File: src/rtl/traffic_intersection_ctrl.sv
`default_nettype none
// +--------------------------------------------------------------------------+
// | traffic_intersection_ctrl                                                |
// | Round-robin intersection signal controller with pedestrian walk phase.   |
// | Revision: 1.0                                                            |
// +--------------------------------------------------------------------------+
module traffic_intersection_ctrl #(
  parameter int NUM_DIR     = 4,
  parameter int GREEN_MIN   = 6,
  parameter int GREEN_MAX   = 12,
  parameter int YELLOW_TIME = 2,
  parameter int ALLRED_TIME = 1,
  parameter int WALK_TIME   = 4
) (
  input  logic                   clk,
  input  logic                   reset,
  input  logic [NUM_DIR-1:0]     car_sensor,
  input  logic [NUM_DIR-1:0]     pedestrian_button,
  output logic [3*NUM_DIR-1:0]   lights,
  output logic [NUM_DIR-1:0]     walk,
  output logic [1:0]             active_dir,
  output logic [1:0]             phase
);

  localparam int c_CNT_W = $clog2(GREEN_MAX + YELLOW_TIME + ALLRED_TIME + WALK_TIME + 1);
  localparam logic [c_CNT_W-1:0] c_GMIN_END  = c_CNT_W'(GREEN_MIN - 1);
  localparam logic [c_CNT_W-1:0] c_GMAX_END  = c_CNT_W'(GREEN_MAX - 1);
  localparam logic [c_CNT_W-1:0] c_YEL_END   = c_CNT_W'(YELLOW_TIME - 1);
  localparam logic [c_CNT_W-1:0] c_AR_END    = c_CNT_W'(ALLRED_TIME - 1);
  localparam logic [c_CNT_W-1:0] c_WALK_END  = c_CNT_W'(WALK_TIME - 1);
  localparam logic [2:0]         c_RED       = 3'b001;
  localparam logic [2:0]         c_YELLOW    = 3'b010;
  localparam logic [2:0]         c_GREEN     = 3'b100;

  typedef enum logic [1:0] {
    S_GREEN  = 2'b00,
    S_YELLOW = 2'b01,
    S_ALLRED = 2'b10,
    S_WALK   = 2'b11
  } state_t;

  state_t               r_state;
  state_t               w_state_nxt;
  logic [c_CNT_W-1:0]   r_count;
  logic [1:0]           r_active_dir;
  logic [1:0]           w_dir_nxt;
  logic [NUM_DIR-1:0]   r_ped_pending;
  logic [NUM_DIR-1:0]   r_walk_mask;
  logic                 w_walk_entry;
  logic                 w_demand;
  logic                 w_found;
  logic [1:0]           w_sel_dir;

  // First waiting approach after the current one; plain successor if nobody waits.
  always_comb begin
    w_found   = 1'b0;
    w_sel_dir = 2'((int'(r_active_dir) + 1) % NUM_DIR);
    for (int k = 1; k <= NUM_DIR; k++) begin
      for (int i = 0; i < NUM_DIR; i++) begin
        if (!w_found && (i == (int'(r_active_dir) + k) % NUM_DIR) && car_sensor[i]) begin
          w_found   = 1'b1;
          w_sel_dir = 2'(i);
        end
      end
    end
  end

  always_comb begin
    w_demand = |r_ped_pending;
    for (int i = 0; i < NUM_DIR; i++) begin
      if (car_sensor[i] && (2'(i) != r_active_dir)) begin
        w_demand = 1'b1;
      end
    end
  end

  always_comb begin
    w_state_nxt  = r_state;
    w_dir_nxt    = r_active_dir;
    w_walk_entry = 1'b0;
    case (r_state)
      S_GREEN: begin
        if ((r_count == c_GMAX_END) || ((r_count >= c_GMIN_END) && w_demand)) begin
          w_state_nxt = S_YELLOW;
        end
      end
      S_YELLOW: begin
        if (r_count == c_YEL_END) begin
          w_state_nxt = S_ALLRED;
        end
      end
      S_ALLRED: begin
        if (r_count == c_AR_END) begin
          if (|r_ped_pending) begin
            w_state_nxt  = S_WALK;
            w_walk_entry = 1'b1;
          end else begin
            w_state_nxt = S_GREEN;
            w_dir_nxt   = w_sel_dir;
          end
        end
      end
      default: begin
        if (r_count == c_WALK_END) begin
          w_state_nxt = S_GREEN;
          w_dir_nxt   = w_sel_dir;
        end
      end
    endcase
  end

  always_ff @(posedge clk or posedge reset) begin
    if (reset) begin
      r_state       <= S_ALLRED;
      r_count       <= '0;
      r_active_dir  <= 2'(NUM_DIR - 1);
      r_ped_pending <= '0;
      r_walk_mask   <= '0;
    end else begin
      r_state      <= w_state_nxt;
      r_count      <= (w_state_nxt != r_state) ? '0 : r_count + c_CNT_W'(1);
      r_active_dir <= w_dir_nxt;
      // A press landing on the walk-entry cycle survives for the following walk.
      if (w_walk_entry) begin
        r_walk_mask   <= r_ped_pending;
        r_ped_pending <= pedestrian_button;
      end else begin
        r_ped_pending <= r_ped_pending | pedestrian_button;
      end
    end
  end

  always_comb begin
    lights = '0;
    for (int i = 0; i < NUM_DIR; i++) begin
      lights[3*i +: 3] = c_RED;
      if (2'(i) == r_active_dir) begin
        if (r_state == S_GREEN) begin
          lights[3*i +: 3] = c_GREEN;
        end else if (r_state == S_YELLOW) begin
          lights[3*i +: 3] = c_YELLOW;
        end
      end
    end
  end

  assign walk       = (r_state == S_WALK) ? r_walk_mask : '0;
  assign active_dir = r_active_dir;
  assign phase      = r_state;

endmodule
`default_nettype wire
File: config.mk
export PLATFORM = sky130hd
export DESIGN_NAME = traffic_intersection_ctrl
export DESIGN_NICKNAME = d
export VERILOG_FILES = /design/src/rtl/traffic_intersection_ctrl.sv
export SDC_FILE = /design/constraint.sdc
export NUM_CORES = 1
export LEC_CHECK = 0
export CAP_MARGIN = 5
export CORE_MARGIN = 2
export CORE_UTILIZATION = 45
export CTS_CLUSTER_SIZE = 40
export DETAILED_ROUTE_END_ITERATION = 7
export PLACE_DENSITY = 0.78
export RECOVER_POWER = 25
export SYNTH_ARGS = -nofsm -noshare
export SYNTH_HDL_FRONTEND = slang
export SYNTH_SLANG_ARGS = --single-unit
File: constraint.sdc
create_clock -name clk -period 2.7 [get_ports clk]
set_clock_uncertainty 0.2 [all_clocks]
set_input_delay 0.54 -clock clk [delete_from_list [all_inputs] [get_ports clk]]
set_output_delay 0.54 -clock clk [all_outputs]
set_load 0.02 [all_outputs]
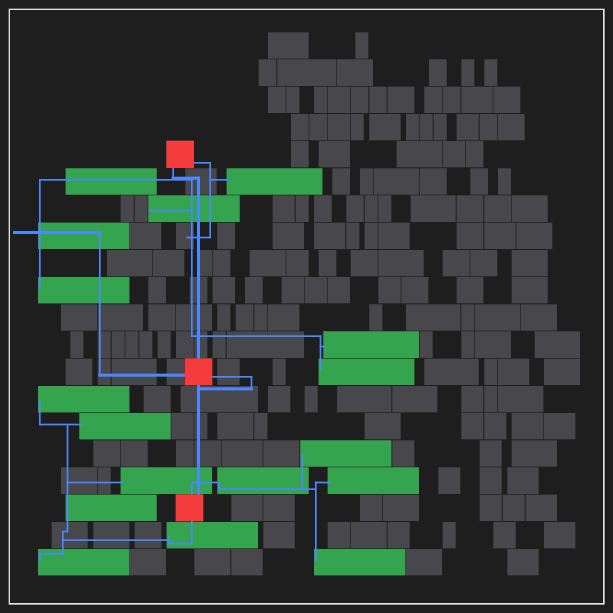
*Clock network drawn from the DEF, run 1*
(10 px per um)
clock wires: in blue, length 235 um. flip-flops: in green, count 17. clock-net drivers: in red, count 3.
There are 4 routed clock nets.
clk latency late pin: 0.31 ns
Clk. pwr: 0.000142 W
clock share of power: 13.0%

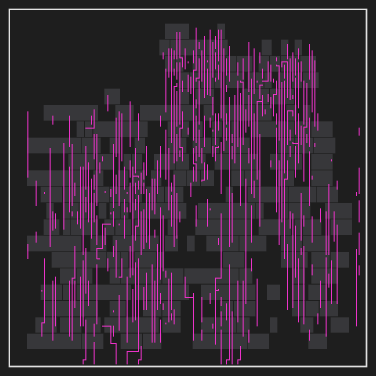
*The metal 2 layer, run 1*
(6 px per um)
The layer holds 50% of the routed length. 191 nets have wire on it. The layer carries 1770 um of wire. The longest straight run is 24.8 um. The wires run mostly vertical.
Vias: 1399
wirelength, routed: 3.52 mm
met2 Usage GRT: 37.0%

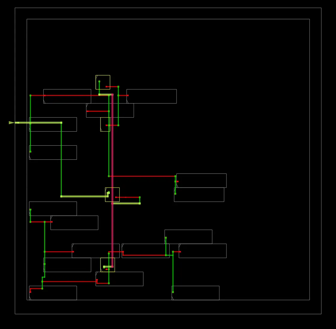
*Clock nets, run 1*
cts bufs inserted: 3
CLK BUF: 3
sequential cell count: 17
clock sinks: 17

==> impl_metrics.csv, run 1 <==
group,metric,value,unit
run_status,outcome,"finished clean",
worst_setup_path,crit_end,"lights[9]",
timing,slew_violations,0,
cts,cts-root-buf,"clkbuf_4",
finish,area_delta_synth_final,29.8,%
worst_setup_path,crit_arrival,1.84,ns
logic_synthesis,synthesis.area,0.00138,mm2
cts,cts.clk_slew.worst_paths,0.10,ns
timing,finalCritPeriodShare,95.5,%
worst_setup_path,cp-start-kind,"register",
floorplanning,row_count,20,
worst_setup_path,crit_chain,"ha_2 -> nand2_1 -> clkdlybuf4s50_1",
finish,drive_above_1_share,15.6,%
floorplanning,chipArea,0.00352,mm2
job,log.warning_count,34,
logic_synthesis,logic_family,"simple AND/OR/NAND/NOR gates",
finish,sh_seq_area,24.0,%
logic_synthesis,ys_sh_simple,30.1,%
worst_setup_path,end_kind,"primary output",
worst_setup_path,critPathMaxStageDelay,0.63,ns
worst_setup_path,required,1.96,ns
job,maxCapViolations,0,
finish,clk_share,1.54,%
finish,num_antenna_cells,0,
logic_synthesis,postSynthSeqShare,31.2,%
timing,setup_slack,0.121,ns
finish,post-route-util,60.0,%
finish,fin_nets,220,
worst_setup_path,r2r_slack,0.16,ns
finish,stdcell_area,0.00179,mm2
global_route,grt_antenna_before_repair,0,
logic_synthesis,avgSynthCellArea,8.34,um2
finish,area_dominant_class,"logic gates",
logic_synthesis,ff_type,"dfrtp_1",
floorplanning,io_pins,30,
global_route,overflow,0,
logic_synthesis,synth-adder-area-share,9.09,%
placement,place_congestion,0.986,
logic_synthesis,yosys_warnings,0,
finish,logic_area,911,um2
timing,period_needed,2.58,ns
logic_synthesis,ys_sh_aoi,23.8,%
cts,cts_tree,"yes",
worst_setup_path,critical_path.startpoint,"active_dir[0]",
finish,buffers,37,
timing,fin_hold_ws,0.315,ns
worst_setup_path,r2r-start,"active_dir[0]",
logic_synthesis,yosys-stat-cells,165,
worst_hold_path,worstHoldStart,"r_walk_mask[2]",
power_and_ir_drop,power_density,613,mW/mm2
logic_synthesis,ys.flops,17,
logic_synthesis,synth.net_count,185,
global_route,track_usage,21.9,%
timing,rsz0062_at_grt,"no",
finish,buf_share,19.7,%
floorplanning,fp.coreArea,0.00298,mm2
logic_synthesis,ys_types,43,
logic_synthesis,async_reset_ff_share,100,%
finish,comb-cell-share,51.0,%
finish,layout_top_cell,"nand2_1",
worst_setup_path,critPathTopFamily,"flip-flops",
global_route,grt_max_degree,18,
cts,cts_max_path_buffers,2,
logic_synthesis,mux_area_share,0,%
timing,worstMarginPinSlew,0.606,ns
worst_setup_path,worstSetupPathType,"reg -> out",
global_route,grt_pass1_vias,1294,
power_and_ir_drop,power.total,0.00110,W
placement,dp_slack,0.0246,ns
global_route,globalRoute.busiestLayer,"met2",
detailed_routing,drc,0,
worst_setup_path,worstRegToRegCells,7,
timing,max_freq,388,MHz
detailed_routing,wire_per_inst,15.2,um
run 1: power by group:
part           switching (W)  internal [W]  total [W]
Clock              0.0000866     0.0000554   0.000142
Sequential         0.0000321      0.000285   0.000317
Combinational       0.000366      0.000271   0.000637
run 1: cell families after synthesis:
| group | Yosys count |
|---|---|
| flops | 17 |
| fa+ha+maj | 10 |
| buf+inv | 14 |
| xor+xnor | 3 |
| compound gates | 44 |
| simple gates | 77 |
run 1: per-layer routing:
layer | routed length (um) | share of wire [%] | up-vias
met2 | 1770 | 50 | 57
li1 | - | - | 660
met5 | 0 | 0 | -
met4 | 48 | 1.4 | 0
met3 | 212 | 6.0 | 5
met1 | 1490 | 42 | 677
run 1: state kept, by name, indices dropped and copies added (netlist names):
name,cells
active_dir,2
phase,2
r_count,5
r_ped_pending,4
r_walk_mask,4
run 1: timing repair:
action | in CTS | in global routing
resized | 10 | 6
setup buffers | 0 | 1
setup endpoints to repair | 8 | 6
run 1: cells in the mapped netlist, drive strengths merged (4+ instances only):
master | count | area, um2
nand2 | 24 | 90.1
dfrtp | 14 | 350
nor2 | 11 | 41.3
a21oi | 10 | 50.1
and2 | 10 | 62.6
ha | 10 | 125
nand3 | 9 | 50.1
inv | 7 | 26.3
o21ai | 7 | 35.0
clkbuf | 6 | 22.5
a22o | 5 | 45.0
a22oi | 5 | 37.5
nor2b | 5 | 31.3
a21o | 4 | 31.3
and3 | 4 | 25.0
run 1: how the worst min path moves through the flow:
stage	end	cells after the start	slack [ns]
2_1_floorplan	phase[0]	1	0.26
3_3_place_gp	r_walk_mask[2]	1	0.28
3_5_place_dp	r_walk_mask[2]	1	0.28
4_1_cts	r_walk_mask[2]	1	0.31
5_1_grt	r_walk_mask[2]	1	0.32
6_report	r_walk_mask[2]	1	0.31
==> run 2: changes to the inputs <==
Settings changed: ABC_CLOCK_PERIOD_IN_PS set to 2700, CORE_UTILIZATION 45 to 50, PLACE_DENSITY 0.78 to 0.85.
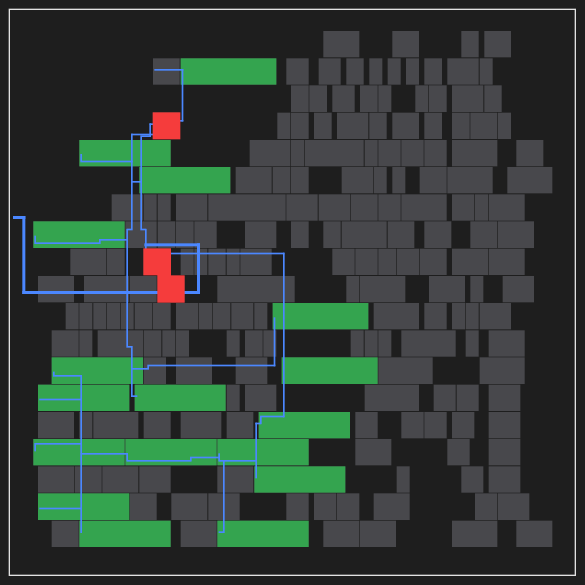
*Clock network drawn from the DEF, run 2*
(10 px per um)
clock-net drivers: in red, count 3. flip-flops: in green, count 17. clock wires: in blue, length 227 um.
There are 4 routed clock nets.
clock share of power: 13.6%
Clk. pwr: 0.000151 W

==> run 2 against run 1 <==
Compared with the run above: the run now ends with negative setup slack left; maximum frequency decreased by 4.8%; sequential share of layout area unchanged; sequential cell count is the same; sequential power is essentially flat; area after synthesis is the same; via count decreased by 1.2%; largest power group unchanged.
==> impl_metrics.csv, run 2 <==
group,metric,value,unit
run_status,outcome,"complete, but fails checks",
run_status,violations,"negative setup slack",
floorplanning,fp.coreArea,0.00269,mm2
logic_synthesis,ys_types,43,
global_route,track_usage,21.8,%
timing,slew_violations,0,
cts,cts_max_path_buffers,2,
detailed_routing,drc,0,
floorplanning,chipArea,0.00319,mm2
job,maxCapViolations,0,
finish,stdcell_area,0.00179,mm2
finish,num_antenna_cells,0,
worst_hold_path,holdPathStages,1,
logic_synthesis,synth_top_cell_by_count,"nand2_1",
floorplanning,initCoreUtil,51.2,%
worst_setup_path,end_kind,"primary output",
logic_synthesis,avgSynthCellArea,8.34,um2
worst_setup_path,crit_arrival,1.97,ns
worst_setup_path,crit_chain,"ha_2 -> and2_1 -> clkdlybuf4s50_1",
logic_synthesis,yosys.area.top_type,"dfrtp_1",
power_and_ir_drop,p_int,0.000618,W
detailed_routing,num_vias,1382,
power_and_ir_drop,p_sw_share,44.3,%
logic_synthesis,ys_top_cells_by_count,"24 x nand2_1, 14 x dfrtp_1, 11 x nor2_1",
global_route,overflow,0,
worst_setup_path,critPathMaxStageDelay,0.63,ns
cts,cts-root-buf,"clkbuf_4",
power_and_ir_drop,power_density,622,mW/mm2
timing,finalCritPeriodShare,100,%
finish,largest_reg_flops,5,
power_and_ir_drop,power.total,0.00111,W
power_and_ir_drop,power-top-group,"combinational cells",
finish,logic_area,913,um2
placement,place_congestion,0.965,
global_route,grt_max_degree,18,
power_and_ir_drop,leakage,0.802,nW
global_route,grt_pass1_vias,1288,
timing,period_needed,2.71,ns
cts,cts_buffers,3,
cts,cts_tree,"yes",
worst_setup_path,critical_path.startpoint,"active_dir[0]",
power_and_ir_drop,power_frac_seq,28.4,%
timing,setup_slack,-0.0102,ns
worst_setup_path,crit_end,"lights[11]",
logic_synthesis,yosys-stat-cells,165,
floorplanning,io_pins,30,
cts,cts_sinks,17,
timing,rsz0062_at_grt,"yes",
logic_synthesis,async_reset_ff_share,100,%
finish,top_regs,"r_count x5, r_ped_pending x4, r_walk_mask x4",
worst_setup_path,worstRegToRegCells,7,
finish,fin_nets,220,
cts,cts.clk_slew.worst_paths,0.12,ns
worst_setup_path,r2r_slack,0.17,ns
cts,ctsHoldBuffers,0,
timing,fin_hold_ws,0.306,ns
timing,setup_violations,1,
logic_synthesis,yosys_warnings,0,
power_and_ir_drop,comb_power,0.000644,W
worst_setup_path,worstSetupPathType,"reg -> out",
finish,drive_above_1_share,16.1,%
floorplanning,row_count,19,
logic_synthesis,synthesis.area,0.00138,mm2
finish,max_flop_register,"r_count",
job,log.warning_count,36,
logic_synthesis,yosys.area.top_type_share,25.5,%
logic_synthesis,area_leaders,"dfrtp_1 25%, ha_1 9.1%, nand2_1 6.5%, dfstp_2 5.7%, and2_1 4.5%",
worst_setup_path,cp-start-kind,"register",
finish,post-route-util,66.5,%
worst_setup_path,r2r-start,"active_dir[0]",
timing,max_freq,369,MHz
logic_synthesis,postSynthSeqShare,31.2,%
worst_setup_path,required,1.96,ns
timing,worstMarginPinSlew,0.627,ns
## run 2: layout make-up
class                   count  share of cell area [%]
repair buffers             37                    19.5
clock inverters             1                   0.420
clock buffers               3                    1.26
flip-flops and latches     17                    24.0
inverters                   7                    1.47
multi-input cells         134                    51.1
well taps                  31                    2.17
## run 2: how the worst min path moves through the flow
stage	slack, ns	start	end
6_report	0.31	r_walk_mask[0]	r_walk_mask[0]
3_5_place_dp	0.28	r_walk_mask[0]	r_walk_mask[0]
4_1_cts	0.31	r_walk_mask[0]	r_walk_mask[0]
5_1_grt	0.33	r_walk_mask[1]	r_walk_mask[1]
2_1_floorplan	0.26	reset	phase[0]
3_3_place_gp	0.28	r_walk_mask[0]	r_walk_mask[0]
## run 2: cells by family after synthesis
logic type | Yosys count | share of synthesized area, %
adder cells (fa/ha/maj) | 10 | 9.09
AND/OR/NAND/NOR | 77 | 30.1
XOR/XNOR | 3 | 1.91
flip-flops | 17 | 31.2
buffers and inverters | 14 | 3.91
AND-OR/OR-AND | 44 | 23.8
## run 2: repair_timing
action | in CTS | in global routing
cloned | 0 | 0
setup endpoints to repair | 8 | 6
pin swaps | 0 | 1
buffers inserted | 0 | 1
resized | 9 | 7
## run 2: layer usage
| metal | vias up | GRT usage, % | routed length (um) |
|---|---|---|---|
| met2 | 66 | 39.7 | 1770 |
| li1 | 659 | - | - |
| met5 | - | 0 | 0 |
| met1 | 649 | 27.2 | 1410 |
| met3 | 8 | 2.76 | 231 |
| met4 | 0 | 5.10 | 34 |
## run 2: worst max-delay path: cells and delay by family, from the launching register on
family / cells / cell delay (ns)
adder cells (fa/ha/maj): 1 / 0.30
buffers and inverters: 1 / 0.60
flip-flops: 1 / 0.63
AND/OR/NAND/NOR: 1 / 0.15
==> run 3: changes to the inputs <==
Settings changed: CELL_PAD_IN_SITES_DETAIL_PLACEMENT set to 0, CELL_PAD_IN_SITES_GLOBAL_PLACEMENT set to 1, CORE_UTILIZATION 50 to 37.
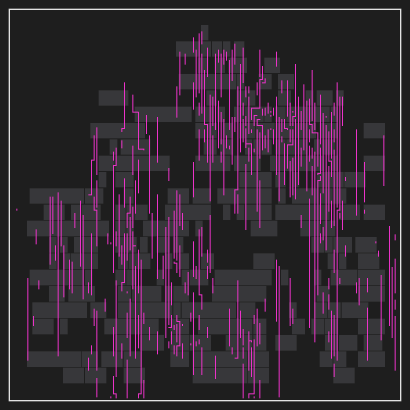
*The metal 2 layer, run 3*
(6 px per um)
The layer carries 1670 um of wire. The wires run mostly vertical. The layer holds 49% of the routed length. 178 nets have wire on it.
Vias: 1335
met2 Usage GRT: 30.2%
wirelength, routed: 3.44 mm

==> run 3 against run 2 <==
Compared with the run above: the flow now finishes without violations; area after synthesis unchanged; setup slack gained 0.068 ns; core utilization is 16 points lower; sequential cell count unchanged; final cell count up 5.7%; worst hold slack got worse by 0.0088 ns; sequential share of layout area is 0.59 points lower; total power grew 3.2%; count of clock-buffer cells in the layout stayed put; largest cell class unchanged; largest power group unchanged; highest routed layer unchanged.
==> impl_metrics.csv, run 3 <==
group,metric,value,unit
worst_setup_path,r2r-start,"active_dir[0]",
global_route,grt_antenna_before_repair,0,
finish,max_flop_register,"r_count",
logic_synthesis,yosys.area.top_type_share,25.5,%
job,log.warning_count,34,
timing,setup_violations,0,
cts,clock_latency,0.26,ns
floorplanning,chipArea,0.00422,mm2
global_route,grt_pass1_vias,1273,
floorplanning,io_pins,30,
worst_setup_path,end_kind,"primary output",
timing,worstMarginPinSlew,0.616,ns
worst_setup_path,crit_end,"lights[3]",
logic_synthesis,ff_type,"dfrtp_1",
finish,fin_nets,216,
worst_setup_path,critical_path.startpoint,"active_dir[1]",
cts,ctsHoldBuffers,0,
worst_hold_path,worstHoldStart,"r_walk_mask[1]",
finish,area_delta_synth_final,33.1,%
worst_setup_path,worstSetupPathType,"reg -> out",
logic_synthesis,ys_top_cells_by_count,"24 x nand2_1, 14 x dfrtp_1, 11 x nor2_1",
logic_synthesis,postSynthSeqShare,31.2,%
worst_setup_path,path_depth,4,
finish,top_regs,"r_count x5, r_ped_pending x4, r_walk_mask x4",
finish,drive_above_1_share,14.4,%
global_route,globalRoute.busiestLayer,"met2",
logic_synthesis,area_leaders,"dfrtp_1 25%, ha_1 9.1%, nand2_1 6.5%, dfstp_2 5.7%, and2_1 4.5%",
finish,largest_reg_flops,5,
global_route,use_met3,1.91,%
timing,max_freq,378,MHz
worst_setup_path,crit_arrival,1.90,ns
timing,slew_violations,0,
run_status,outcome,"finished clean",
global_route,grt_max_degree,18,
worst_setup_path,cp-start-kind,"register",
timing,finalCritPeriodShare,97.9,%
==> run 3: cell counts after synthesis <==
No cell type changed its count.
==> run 3: cell families (layout without fill, tap and decap cells) <==
| kind of cell | after synthesis | after routing | share of synthesized area (%) |
|---|---|---|---|
| buffers and inverters | 14 | 44 | 3.91 |
| AND-OR/OR-AND | 44 | 44 | 23.8 |
| AND/OR/NAND/NOR | 77 | 77 | 30.1 |
| flip-flops | 17 | 17 | 31.2 |
| adder cells (fa/ha/maj) | 10 | 10 | 9.09 |
| XOR/XNOR | 3 | 3 | 1.91 |
==> run 3: through the flow <==
stage / setup slack (ns) / utilization [%] / power [W] / hold WS (ns)
CTS: 0.00367 / 49.4 / 0.00110 / 0.301
floorplan: 0.205 / - / 0.000729 / 0.258
global route: -0.000706 / 50.8 / 0.00122 / 0.310
global placement: 0.111 / 48.0 / 0.000886 / 0.279
detailed placement: 0.0310 / 48.0 / 0.000893 / 0.285
finish: 0.0577 / 50.8 / 0.00115 / 0.298
==> run 3: cell type report <==
| cell class | instances | area, um2 | share of cell area (%) |
|---|---|---|---|
| timing repair buffer | 33 | 332 | 18.1 |
| clock buffer | 3 | 41.3 | 2.25 |
| inverter | 7 | 26.3 | 1.43 |
| tap | 48 | 60.1 | 3.28 |
| sequential | 17 | 429 | 23.4 |
| multi-input combinational | 134 | 936 | 51.1 |
| clock inverter | 1 | 7.51 | 0.410 |
==> run 3: where the power goes <==
group          internal (W)  switching, W  leakage, nW
Clock              0.000104     0.0000900       0.0217
Combinational      0.000263      0.000358        0.635
Sequential         0.000286     0.0000453        0.182
==> run 3: layer usage <==
layer	up-vias	wire length, um
met5	-	0
met4	0	32
met3	6	205
met2	52	1670
met1	629	1530
li1	648	-
Power figures rest on the tool's default switching activity, not on a simulated workload.
